Fig. 1: routing congestion
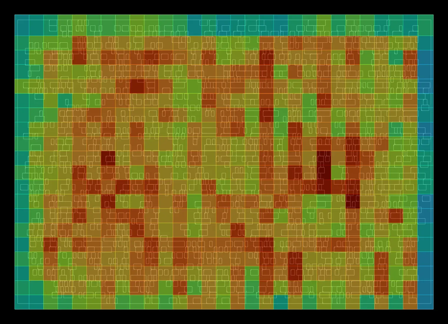
Fig. 2: cell density map
The die is cut into 20 by 14 equal tiles; white is low, dark blue is high, 0 to 100% covered.
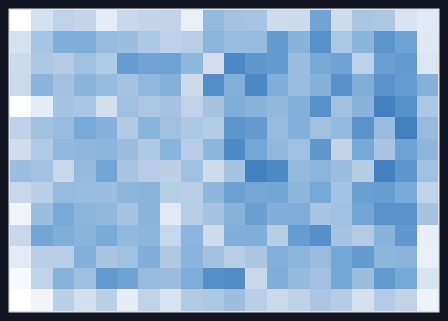
Fig. 3: logic cells by family
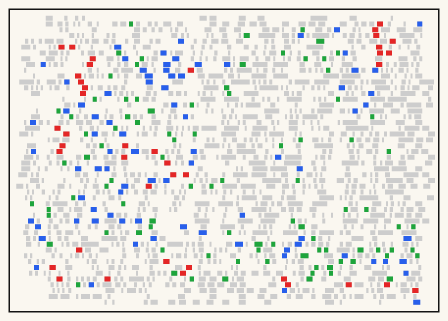
==> config.mk <==
export PLATFORM = sky130hd
export DESIGN_NAME = switch_allocator_rr
export DESIGN_NICKNAME = d
export VERILOG_FILES = /design/src/rtl/switch_allocator_rr.sv
export SDC_FILE = /design/constraint.sdc
export NUM_CORES = 1
export LEC_CHECK = 0
export CELL_PAD_IN_SITES_DETAIL_PLACEMENT = 1
export CELL_PAD_IN_SITES_GLOBAL_PLACEMENT = 2
export CORE_ASPECT_RATIO = 0.7
export CORE_UTILIZATION = 36
export CTS_CLUSTER_SIZE = 25
export DETAILED_ROUTE_END_ITERATION = 10
export PLACE_DENSITY_LB_ADDON = 0.1
export RECOVER_POWER = 25
export SYNTH_ARGS = -nofsm -noshare
export SYNTH_HDL_FRONTEND = slang
export SYNTH_SLANG_ARGS = --single-unit
==> constraint.sdc <==
create_clock -name clk -period 17.2 [get_ports clk]
set_clock_uncertainty 0.1 [all_clocks]
set_input_delay 3.44 -clock clk [delete_from_list [all_inputs] [get_ports clk]]
set_output_delay 3.44 -clock clk [all_outputs]
set_load 0.02 [all_outputs]
==> reports/metrics.cfg <==
[status]
status=finished clean

[floorplan]
boundaryPins=97
dieArea_mm2=0.0284
die_x_um=201

[synth]
ys_types=111
ys_chip_area_mm2=0.00996
ys_seq_share_pct=14.1
synthFlopType=dfxtp_1
synth_top_area_share_pct=14.1

[cells_and_area]
n_fill_cell=3431
largest_reg_flops=25

[setup_path]
crit_fanout=12
slowest_stage=clkdlybuf4s50_1
crit_cells=30
crit_type=in -> reg
end_kind=register
rrSetupSlack_ns=4.76

[global_route]
antenna_found_initial=0

[clock_network]
path_clk_slew_ns=0.06
clockRootBuffer=clkbuf_16

[final_timing]
max_freq_mhz=67.5
period_used_pct=86.2
hold_slack_ns=0.353
finalSetupTns_ns=0
tightestPinTransition_ns=1.07

[hold_path]
hold_path.class=reg -> reg

[placement]
place_hpwl_mm=35.9
place_congestion=0.928

[drt]
drtIter0Drc=1074
ant_nets=0
detail_route.vias_per_cell=6.44

[power]
leakage_uw=0.00425
powerDensity_mw_per_mm2=138

Back to the opening pictures, Fig. 1:
routed len/inst: 24.2 um
GRT Overall Usage: 31.1%
met3 Resource Use GR: 5.09%
GRT Max-Usage Layer: met1

Back to the opening pictures, Fig. 2:
1.1% of the tiles are nearly empty. The mean over all tiles is 39%. The fullest tile reaches 68%.
Floorplan Utilization: 36.9%
utilization after layout: 42.8%
core area: 0.0270 mm2

Back to the opening pictures, Fig. 3:
Key: and/or cells = green [cells 92, where widely spread]; non-inverting ao/oa cells = blue [cells 81, where widely spread]; xor and xnor cells = red [cells 40, where widely spread]
dominant logic cell type in the layout: nor2_1
combinational share of cell area: 70.2%
Post-Layout Cell Count: 1847

-- metal layers --
layer  part of all wire (%)  up-vias  global-route usage (%)  routed length, um
li1                       -     5504                       -                  -
met1                     50     5860                    48.6              22600
met2                     40      496                    44.2              17800
met3                    8.4       43                    5.09               3750
met4                    1.3        0                    5.06                603
met5                      0        -                       0                  0
-- through the flow --
step | setup slack, ns | cell area [um2] | total power (uW) | util [%]
detailed placement | 2.49 | 11200 | 1350 | 41.6
global route | 1.83 | 11500 | 1680 | 42.8
CTS | 2.86 | 11500 | 1550 | 42.8
floorplan | 5.72 | 9960 | 967 | -
finish | 2.38 | 11500 | 1590 | 42.8
global placement | 2.58 | 11200 | 1340 | 41.6
-- power breakdown --
part	switching [uW]	internal, uW	total (uW)	leakage [uW]
combinational	797	353	1150	0.00353
clock	75.3	120	195	0.000152
sequential	57.6	191	249	0.000568
-- worst register-to-register path: cells and delay by family, from the launching register on --
| family | cells | cell delay, ns |
|---|---|---|
| AOI/OAI and AO/OA | 19 | 7.67 |
| and+or+nand+nor | 9 | 2.48 |
| adders and majority gates | 2 | 0.71 |
| DFF | 1 | 0.69 |
| muxes | 1 | 0.39 |
| buffers and inverters | 1 | 0.34 |
-- placed cells by master, fill, tap and decap left out, drive strengths merged, types with 10 or more instances in the layout --
master	n
o211ai	15
nand2b	17
o31ai	13
o22ai	16
nand2	146
a211oi	23
mux4	10
and2	25
dfxtp	70
nor3	62
inv	67
nand4	23
a32oi	11
clkbuf	11
mux2i	35
dlygate4sd3	31
a22oi	15
nor2b	13
or3	11
a31oi	37
xnor2	37
nor3b	10
a21o	14
and3	26
buf	10
nor2	155
nand3	50
ha	50
o21ai	88
a21oi	118
nor4	12
clkdlybuf4s50	63
-- cell type report --
class                   count  area (um2)  area share (%)
diodes                      1        2.50          0.0217
clock inverters             5        56.3           0.488
clock buffers              11         253            2.19
well taps                 364         455            3.95
inverters                  68         255            2.21
repair buffers            104        1010            8.79
multi-input cells        1224        8100            70.2
flip-flops and latches     70        1400            12.2
-- logic make-up (layout without fill, tap and decap cells) --
| family | Yosys count | after routing | share of synthesized area (%) |
|---|---|---|---|
| multiplexers | 52 | 52 | 6.57 |
| AND/OR/NAND/NOR | 597 | 597 | 30.3 |
| AND-OR/OR-AND | 479 | 479 | 33.5 |
| adder cells (fa/ha/maj) | 56 | 56 | 7.39 |
| other | 0 | 1 | 0 |
| flip-flops | 70 | 70 | 14.1 |
| buffers and inverters | 121 | 188 | 4.66 |
| XOR/XNOR | 40 | 40 | 3.52 |
Power figures rest on the tool's default switching activity, not on a simulated workload.
